==> config.mk <==
export PLATFORM = sky130hd
export DESIGN_NAME = soc_miner_mem_rd_arbiter
export DESIGN_NICKNAME = d
export VERILOG_FILES = /design/src/rtl/soc_miner_mem_rd_arbiter.sv
export SDC_FILE = /design/constraint.sdc
export NUM_CORES = 1
export LEC_CHECK = 0
export CORE_AREA = 8 8 138 140
export CTS_CLUSTER_DIAMETER = 50
export DETAILED_ROUTE_END_ITERATION = 8
export DIE_AREA = 0 0 146 148
export SLEW_MARGIN = 5
export SYNTH_ARGS = -nofsm -noshare
export SYNTH_HDL_FRONTEND = slang
export SYNTH_SLANG_ARGS = --single-unit
==> constraint.sdc <==
create_clock -name Clk -period 2.1 [get_ports Clk]
set_input_delay 0.42 -clock Clk [delete_from_list [all_inputs] [get_ports Clk]]
set_output_delay 0.42 -clock Clk [all_outputs]
set_load 0.05 [all_outputs]
==> src/rtl/soc_miner_mem_rd_arbiter.sv <==
// -----------------------------------------------------------------------------
// soc_miner_mem_rd_arbiter
//
// Shares the single AXI3 read master port of soc_miner among NUM_REQ internal
// read clients. A round-robin scan picks one burst request and issues it on
// AR with the client index as ARID. The R beats are then steered back to that
// client. Only one burst is outstanding at a time.
//
// Ports
//   Clk, Rst_n          : clock, asynchronous active-low reset
//   req_valid/req_ready : per-client burst request handshake (ready one-hot)
//   req_addr/req_len    : per-client burst address / ARLEN, client i at slice i
//   rsp_valid/rsp_ready : per-client beat handshake
//   rsp_data/last/resp  : shared beat payload, passed through from R channel
//   m_memory_ar*        : AXI3 read address channel (master side)
//   m_memory_r*         : AXI3 read data channel (master side)
//   err_sticky          : bit0 RRESP!=OKAY, bit1 RID mismatch, bit2 RLAST/len
//   err_clr             : synchronous clear of err_sticky (wins over sets)
// -----------------------------------------------------------------------------
module soc_miner_mem_rd_arbiter #(
  parameter int NUM_REQ              = 4,
  parameter int MEMORY_DATA_WIDTH    = 64,
  parameter int MEMORY_ADDR_WIDTH    = 32,
  parameter int MEMORY_BUS_LEN_WIDTH = 4,
  parameter int MEMORY_ID_WIDTH      = 6
) (
  input  logic                                    Clk,
  input  logic                                    Rst_n,
  input  logic [NUM_REQ-1:0]                      req_valid,
  output logic [NUM_REQ-1:0]                      req_ready,
  input  logic [NUM_REQ*MEMORY_ADDR_WIDTH-1:0]    req_addr,
  input  logic [NUM_REQ*MEMORY_BUS_LEN_WIDTH-1:0] req_len,
  output logic [NUM_REQ-1:0]                      rsp_valid,
  input  logic [NUM_REQ-1:0]                      rsp_ready,
  output logic [MEMORY_DATA_WIDTH-1:0]            rsp_data,
  output logic                                    rsp_last,
  output logic [1:0]                              rsp_resp,
  output logic                                    m_memory_arvalid,
  input  logic                                    m_memory_arready,
  output logic [MEMORY_ADDR_WIDTH-1:0]            m_memory_araddr,
  output logic [MEMORY_BUS_LEN_WIDTH-1:0]         m_memory_arlen,
  output logic [MEMORY_ID_WIDTH-1:0]              m_memory_arid,
  output logic [2:0]                              m_memory_arsize,
  output logic [1:0]                              m_memory_arburst,
  output logic [1:0]                              m_memory_arlock,
  output logic [3:0]                              m_memory_arcache,
  output logic [2:0]                              m_memory_arprot,
  output logic [3:0]                              m_memory_arqos,
  input  logic                                    m_memory_rvalid,
  output logic                                    m_memory_rready,
  input  logic [MEMORY_DATA_WIDTH-1:0]            m_memory_rdata,
  input  logic                                    m_memory_rlast,
  input  logic [1:0]                              m_memory_rresp,
  input  logic [MEMORY_ID_WIDTH-1:0]              m_memory_rid,
  output logic [2:0]                              err_sticky,
  input  logic                                    err_clr
);

  localparam int PTR_W = (NUM_REQ > 1) ? $clog2(NUM_REQ) : 1;
  localparam int AW    = MEMORY_ADDR_WIDTH;
  localparam int LW    = MEMORY_BUS_LEN_WIDTH;

  typedef enum logic [1:0] {
    ST_IDLE = 2'd0,
    ST_ADDR = 2'd1,
    ST_DATA = 2'd2
  } state_t;

  state_t           r_state;
  state_t           w_state_nxt;
  logic [PTR_W-1:0] r_rr_ptr;
  logic [PTR_W-1:0] r_grant;
  logic [AW-1:0]    r_addr;
  logic [LW-1:0]    r_len;
  logic [LW-1:0]    r_beat_cnt;
  logic [2:0]       r_err;

  logic [PTR_W-1:0] w_winner;
  logic [PTR_W-1:0] w_scan_idx;
  logic             w_found;
  logic             w_accept;
  logic [AW-1:0]    w_sel_addr;
  logic [LW-1:0]    w_sel_len;
  logic             w_r_hs;
  logic             w_last_hs;
  logic [2:0]       w_err_set;

  // Round-robin scan: first requesting client at or after r_rr_ptr, wrapping.
  always_comb begin
    w_found    = 1'b0;
    w_winner   = '0;
    w_scan_idx = '0;
    for (int i = 0; i < NUM_REQ; i++) begin
      w_scan_idx = PTR_W'((int'(r_rr_ptr) + i) % NUM_REQ);
      if (!w_found && req_valid[w_scan_idx]) begin
        w_found  = 1'b1;
        w_winner = w_scan_idx;
      end else begin
        w_found  = w_found;
      end
    end
  end

  // Select the winner's address/length slices with constant indices only.
  always_comb begin
    w_sel_addr = '0;
    w_sel_len  = '0;
    for (int i = 0; i < NUM_REQ; i++) begin
      if (w_winner == PTR_W'(i)) begin
        w_sel_addr = req_addr[i*AW +: AW];
        w_sel_len  = req_len[i*LW +: LW];
      end else begin
        w_sel_len  = w_sel_len;
      end
    end
  end

  assign w_accept  = (r_state == ST_IDLE) && w_found;
  assign w_r_hs    = (r_state == ST_DATA) && m_memory_rvalid && rsp_ready[r_grant];
  assign w_last_hs = w_r_hs && m_memory_rlast;

  // Per-client handshake outputs; beats are only routed while in DATA.
  always_comb begin
    req_ready = '0;
    rsp_valid = '0;
    for (int i = 0; i < NUM_REQ; i++) begin
      req_ready[i] = w_accept && (w_winner == PTR_W'(i));
      rsp_valid[i] = (r_state == ST_DATA) && m_memory_rvalid && (r_grant == PTR_W'(i));
    end
  end

  assign m_memory_rready  = (r_state == ST_DATA) && rsp_ready[r_grant];
  assign rsp_data         = m_memory_rdata;
  assign rsp_last         = m_memory_rlast;
  assign rsp_resp         = m_memory_rresp;

  assign m_memory_arvalid = (r_state == ST_ADDR);
  assign m_memory_araddr  = r_addr;
  assign m_memory_arlen   = r_len;
  assign m_memory_arid    = MEMORY_ID_WIDTH'(r_grant);
  assign m_memory_arsize  = 3'b011;
  assign m_memory_arburst = 2'b01;
  assign m_memory_arlock  = 2'b00;
  assign m_memory_arcache = 4'b0011;
  assign m_memory_arprot  = 3'b000;
  assign m_memory_arqos   = 4'b0000;
  assign err_sticky       = r_err;

  // Next-state logic; a burst always ends on RLAST, even when the count disagrees.
  always_comb begin
    w_state_nxt = r_state;
    case (r_state)
      ST_IDLE: begin
        if (w_accept) begin
          w_state_nxt = ST_ADDR;
        end else begin
          w_state_nxt = ST_IDLE;
        end
      end
      ST_ADDR: begin
        if (m_memory_arready) begin
          w_state_nxt = ST_DATA;
        end else begin
          w_state_nxt = ST_ADDR;
        end
      end
      ST_DATA: begin
        if (w_last_hs) begin
          w_state_nxt = ST_IDLE;
        end else begin
          w_state_nxt = ST_DATA;
        end
      end
      default: w_state_nxt = ST_IDLE;
    endcase
  end

  // State register.
  always_ff @(posedge Clk or negedge Rst_n) begin
    if (!Rst_n) begin
      r_state <= ST_IDLE;
    end else begin
      r_state <= w_state_nxt;
    end
  end

  // Burst context: grant/addr/len latched on accept, beat counter, rr pointer.
  always_ff @(posedge Clk or negedge Rst_n) begin
    if (!Rst_n) begin
      r_grant    <= '0;
      r_addr     <= '0;
      r_len      <= '0;
      r_beat_cnt <= '0;
      r_rr_ptr   <= '0;
    end else begin
      if (w_accept) begin
        r_grant    <= w_winner;
        r_addr     <= w_sel_addr;
        r_len      <= w_sel_len;
        r_beat_cnt <= '0;
      end else if (w_r_hs) begin
        r_beat_cnt <= r_beat_cnt + LW'(1);
      end
      if (w_last_hs) begin
        r_rr_ptr <= (r_grant == PTR_W'(NUM_REQ - 1)) ? '0 : (r_grant + PTR_W'(1));
      end
    end
  end

  // Error events on each accepted beat; a late or early RLAST flags bit2.
  always_comb begin
    w_err_set    = 3'b000;
    w_err_set[0] = w_r_hs && (m_memory_rresp != 2'b00);
    w_err_set[1] = w_r_hs && (m_memory_rid != MEMORY_ID_WIDTH'(r_grant));
    w_err_set[2] = w_r_hs && (m_memory_rlast ? (r_beat_cnt != r_len)
                                             : (r_beat_cnt == r_len));
  end

  // Sticky error flags; clear takes priority over a same-cycle set.
  always_ff @(posedge Clk or negedge Rst_n) begin
    if (!Rst_n) begin
      r_err <= 3'b000;
    end else if (err_clr) begin
      r_err <= 3'b000;
    end else begin
      r_err <= r_err | w_err_set;
    end
  end

endmodule

Run 1, M1 wires:
Scale bar: 50 um.
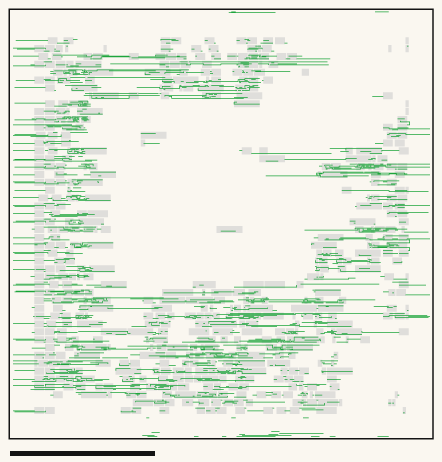
longest straight run: 47.8 um
wire length on this layer: 5150 um
share of all routed wire: 35%
nets with wire on the layer: 647
grt met1 use: 0.128
final routed wirelength across all metal layers: 14.6 mm
via count of the routed design: 3423

Run 1, metal 2:
Scale bar: 50 um.
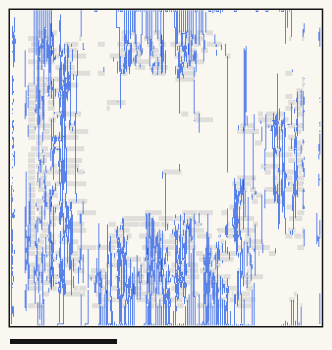
wire length on this layer: 7600 um
longest straight run: 66.3 um
share of all routed wire: 52%
main direction: vertical
Global Route met2 Usage: 0.240

Run 1, the metal 3 layer:
Scale bar: 50 um.
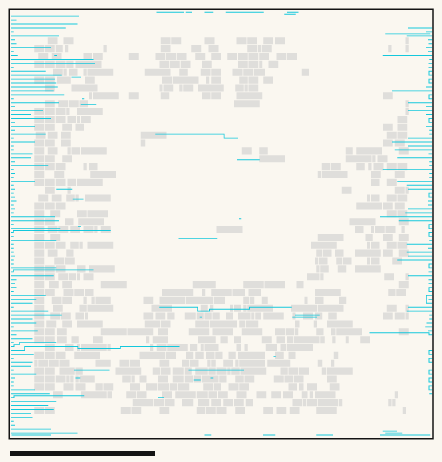
nets with wire on the layer: 197
longest straight run: 33.6 um
met3 track demand over resource in global routing: 0.0666

Run 1, M4 wires:
Scale bar: 50 um.
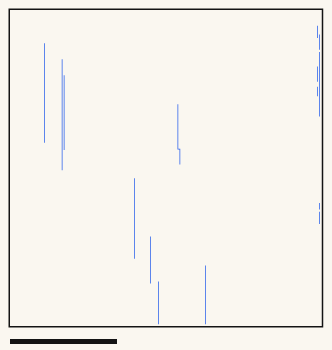
main direction: vertical
wire length on this layer: 329 um
nets with wire on the layer: 15
longest straight run: 51.7 um
share of all routed wire: 2.3%

==> notes.md, run 1 <==
The implementation run finished. In this run the mean area of a mapped cell was 10.0 um^2. Yosys stat counts 380 cells in the synthesized netlist. The final timing report counts setup violations totalling 2. Fraction of the mapped netlist area in simple logic gates landed at 0.0817. For this run, the chip area from Yosys synthesis comes to 3810 um^2. Total placed instance area landed at 5890 um^2. Looking at area per cell type in the netlist, the leader is dfrtp_1.

Sequential logic power landed at 1.75 mW. In this run the layout overhead on the synthesized area is reported as 62.9%. Final core utilization landed at 0.367. Post-CTS clock slew at the launch and capture registers of the worst setup and hold paths landed at 0.07 ns. Post-placement setup slack landed at -0.401 ns. After detailed routing, no signal wire sits above met4. Total number of multi-input combinational cells landed at 237.

Leaving out fill and tap cells, the most frequent cells in the layout are clkdlybuf4s50_1 (195), mux2i_1 (72), dfrtp_1 (46). Per the OpenROAD power report, leakage power amounts to 2.65 nW. Gate count after technology mapping landed at 380. In this run, CTS created clock tree buffers numbering 5. In this run, post-CTS hold repair placed 0 buffers. The script logs the ratio of routed vias to standard cells as 4.38. Number of inserted diodes landed at 0. Per the final timing report, the hold violations number 0. Of the total synthesized cell area, the portion taken by XOR and XNOR cells is 0.0230. Least setup slack across all paths after layout landed at -0.0270 ns.

The report lists the number of cells resized after CTS as 19. Per the final report, the share of cell area in clock cells is 0.0272. Max-cap violation count landed at 0.

The script parses the final routing iteration and logs DRC violations as 0. The switching portion of total power comes to 0.486. After synthesis, the share of cell area in mux cells is 0.203. The pre-antenna-repair detailed-routing pass consisted of 4 iterations.

Fraction of area in registers landed at 0.198. The run finished, with violations left. By startpoint and endpoint, the worst setup path is classified as reg -> out. The share of the Yosys chip area taken by registers is 0.322. The checks that failed: setup timing.

The final layout report lists a filler cell count of 1660. At the end of the flow, the number of nets in the layout was 790. Dividing total power by cell area gives a power density of 1320 nW/um^2. Final instance count without filler cells landed at 781. Summing over the stages, the warning tally comes to 32.

According to the floorplan report, the die height is 148 um. The layout summary lists the proportion of cells stronger than drive strength 1 as 0.171. Layout buffer count excluding clock buffers landed at 258. Dividing the final minimum period by the clock period gives 1.01. In the synthesized netlist, the cells that appear most often are buf_4 (90), mux2i_1 (74), dfrtp_1 (49), nand2_1 (42), o221ai_1 (30). Number of synthesis warnings landed at 0. Clock tree synthesis found a total of 49 sinks.
run 1: worst paths after layout:
kind / end / depth (start not counted) / start / slack, ns
max in group asynchronous: m_memory_araddr[29] / 2 / Rst_n / 1.52
hold reg to reg: m_memory_araddr[12] / 2 / m_memory_araddr[12] / 0.49
hold / removal: r_grant[1] / 1 / Rst_n / 0.05
setup / recovery: req_ready[0] / 7 / r_rr_ptr[0] / -0.03
min in group Clk: m_memory_araddr[12] / 2 / m_memory_araddr[12] / 0.49
setup reg to reg: m_memory_araddr[26] / 7 / r_rr_ptr[1] / 0.07
run 1: critical path, stage by stage, from the launching register on:
cell and delay, ns:
dfrtp_2 0.46, nor3b_2 0.17, a211o_1 0.25, o21ai_2 0.07, buf_4 0.13, nand2_4 0.07, nor2_4 0.12, buf_12 0.14
--- run 2 (diff from run 1) ---
Settings changed: CTS_BUF_LIST set to sky130_fd_sc_hd__clkbuf_8 sky130_fd_sc_hd__clkbuf_16, CTS_CLUSTER_SIZE set to 30.
Clock period 2.1 ns to 2 ns, I/O delays scaled along.
Run 2, metal 2:
Scale bar: 50 um.
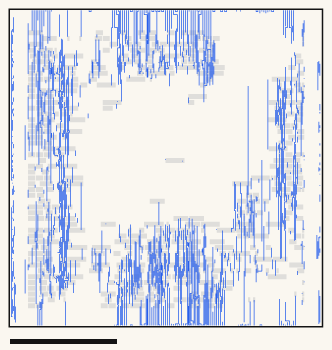
longest straight run: 70.0 um
share of all routed wire: 51%
nets with wire on the layer: 659
wire length on this layer: 6990 um
final routed wirelength across all metal layers: 13.8 mm
via count of the routed design: 3377
Global Route met2 Usage: 0.213

==> run 2 against run 1 <==
Against the previous run: the flow still finishes with violations (setup timing); clock skew hardly changed; count of clock-buffer cells in the layout is 1 higher; register-to-register slack gained 0.03 ns; first-iteration DRC count down 22%; critical endpoint unchanged; wire length is 5.6% lower; largest cell class unchanged.
==> notes.md, run 2 <==
The implementation run finished. The final core utilization came to 0.363 (-0.00347). The checks that failed: setup timing. Tally of OpenROAD warnings landed at 32 (unchanged). Clock sink count landed at 49 (unchanged). Final layout net count landed at 784 (-0.76%).

Global-route met3 utilization landed at 0.0697 (+0.00306). DRC violations left landed at 0 (unchanged). The run finished, with violations left. The overall die height is 148 um (unchanged).

The final setup violation count came to 4 (+2). The delay of the slowest cell on the worst path is 0.43 ns (-0.03 ns). The area figure in the yosys stat output was 3810 um^2 (unchanged). Max-cap violation count landed at 0 (unchanged). The global routing met1 resource utilization came to 0.118 (-0.00963). Per the detail_route log, the uppermost layer with routed signals is met4. Clock buffer count from CTS landed at 5 (unchanged). Switching share of power landed at 0.488 (+0.00273).

dfrtp_1 takes more of the synthesized area than any other cell. Least setup slack across all paths after layout landed at -0.0622 ns (-0.0352 ns). In this run the critical path is formed by nor3b_2, a211o_1, o21ai_2, buf_4, nand2_4, nor2_4, buf_12. Part of the Yosys area used for sequential elements landed at 0.322 (unchanged). The leakage power summed over all cells was 2.62 nW (-0.89%). Total placed instance area landed at 5860 um^2 (-0.55%).

Ratio of routed vias to standard cells landed at 4.36 (-0.58%). Total cells reported by yosys after synthesis landed at 380 (unchanged). Power density over the cells landed at 1360 nW/um^2 (+2.9%). The post-CTS clock slew at the launch and capture registers of the worst setup and hold paths came to 0.07 ns (about the same). The average footprint of a synthesized cell is 10.0 um^2 (unchanged). Final instance count without filler cells landed at 775 (-0.77%). Count of buffering cells on the critical path with inverters included landed at 2 (unchanged). The library cells used most frequently in the layout, excluding fill and tap cells, are clkdlybuf4s50_1 (189), mux2i_1 (73), dfrtp_1 (47). The number of inserted diodes is 0 (unchanged).

The final-layout fill cell count was 1637 (-1.4%). Share of layout cells above drive strength 1 landed at 0.158 (-0.0127). The clock buffer and inverter area fraction after layout was 0.0248 (-0.00239). Number of resized instances in the post-cts repair step landed at 26 (+7).
run 2: cell count changes in the layout (fill, tap and decap cells not counted), moves of 3 or more:
cell | before | now
buf_8 | 0 | 3
buf_6 | 5 | 2
dlygate4sd2_1 | 2 | 7
buf_4 | 40 | 34
clkdlybuf4s50_1 | 195 | 189
run 2: worst paths after layout:
path,start,end,slack [ns],cells past startpoint
worst max register to register,r_rr_ptr[1],m_memory_araddr[17],0.10,7
worst max-delay path,r_rr_ptr[0],req_ready[0],-0.06,7
worst min register to register,m_memory_araddr[17],m_memory_araddr[17],0.49,2
max in group asynchronous,Rst_n,m_memory_araddr[29],1.36,2
worst min-delay path,Rst_n,m_memory_araddr[13],0.08,1
min in group Clk,m_memory_araddr[17],m_memory_araddr[17],0.49,2
--- run 3 (diff from run 2) ---
Settings changed: CTS_CLUSTER_DIAMETER 50 to 150.
Run 3, metal 2:
Scale bar: 50 um.
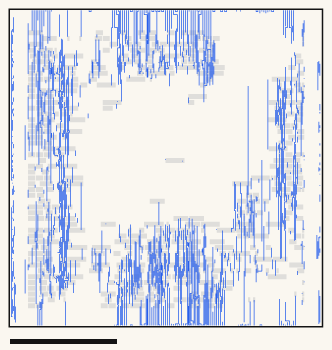
nets with wire on the layer: 659
wire length on this layer: 6990 um

==> run 3 against run 2 <==
Against the previous run: the flow still finishes with violations (setup timing); via count did not move; largest power group unchanged; die area is the same; sequential cell count did not move; fmax did not move; final cell count did not move; critical endpoint unchanged.
==> notes.md, run 3 <==
The implementation run finished. Final layout net count landed at 784 (unchanged). The ratio of routed vias to standard cells was 4.36 (unchanged). The global-route met3 utilization is 0.0697 (unchanged). The run finished, with violations left. Average footprint of a synthesized cell landed at 10.0 um^2 (unchanged). For reference, the critical path is launched at r_rr_ptr[0].

Overall die height landed at 148 um (unchanged). The DRC violations left is 0 (unchanged). Combinational power landed at 5.67 mW. The worst reg2reg path depth was 7 (unchanged).

Post-CTS clock slew at the launch and capture registers of the worst setup and hold paths landed at 0.07 ns (about the same). Of all cell types, the one taking the most synthesized area is dfrtp_1. Final setup violation count landed at 4 (unchanged). The delay of the slowest cell on the worst path was 0.43 ns (about the same).

Final instance count without filler cells landed at 775 (unchanged). TritonCTS built the clock tree. Post-detailed-routing wire length landed at 13.8 mm (unchanged). Tally of OpenROAD warnings landed at 32 (unchanged). The global routing met1 resource utilization came to 0.118 (unchanged).

The total cells reported by yosys after synthesis came to 380 (unchanged). The least setup slack across all paths after layout came to -0.0622 ns (unchanged). After detailed routing, no signal wire sits above met4.

The clock sink count is 49 (unchanged). Total placed instance area landed at 5860 um^2 (unchanged). Per the cell usage report, the commonest logic cells after layout are clkdlybuf4s50_1 (189), mux2i_1 (73), dfrtp_1 (47).

Met2 global-route usage landed at 0.213 (unchanged). The final reports fail on setup timing. Count of buffering cells on the critical path with inverters included landed at 2 (unchanged).

The critical path ends at req_ready[0]. The leakage power summed over all cells is 2.62 nW (unchanged). The endpoint identified for the worst register-to-register timing path is m_memory_araddr[17]. The clock buffer count from CTS came to 5 (unchanged). The clock buffer and inverter area fraction after layout is 0.0248 (unchanged). Via count of the routed design landed at 3377 (unchanged). The final-layout fill cell count was 1637 (unchanged). The number of inserted diodes came to 0 (unchanged). The depth of the critical timing path with buffers and inverters included came to 7 (unchanged).

The share of layout cells above drive strength 1 was 0.158 (unchanged). The final core utilization came to 0.363 (unchanged).
==> run 3: cell families (layout without fill, tap and decap cells) <==
| family | Yosys count | in the layout |
|---|---|---|
| flip-flops | 49 | 49 |
| AND-OR/OR-AND | 53 | 53 |
| other | 2 | 22 |
| buffers and inverters | 114 | 264 |
| XOR/XNOR | 10 | 10 |
| multiplexers | 76 | 76 |
| adder cells (fa/ha/maj) | 5 | 5 |
| AND/OR/NAND/NOR | 71 | 71 |
==> run 3: repair_timing <==
item | CTS | global route
gates cloned | 0 | 1
hold endpoints to repair | 0 | 0
buffers inserted | 6 | 0
gates resized | 26 | 4
endpoints found under the setup margin | 42 | 14
pin swaps | 11 | 4
Power and IR drop assume default switching activity.
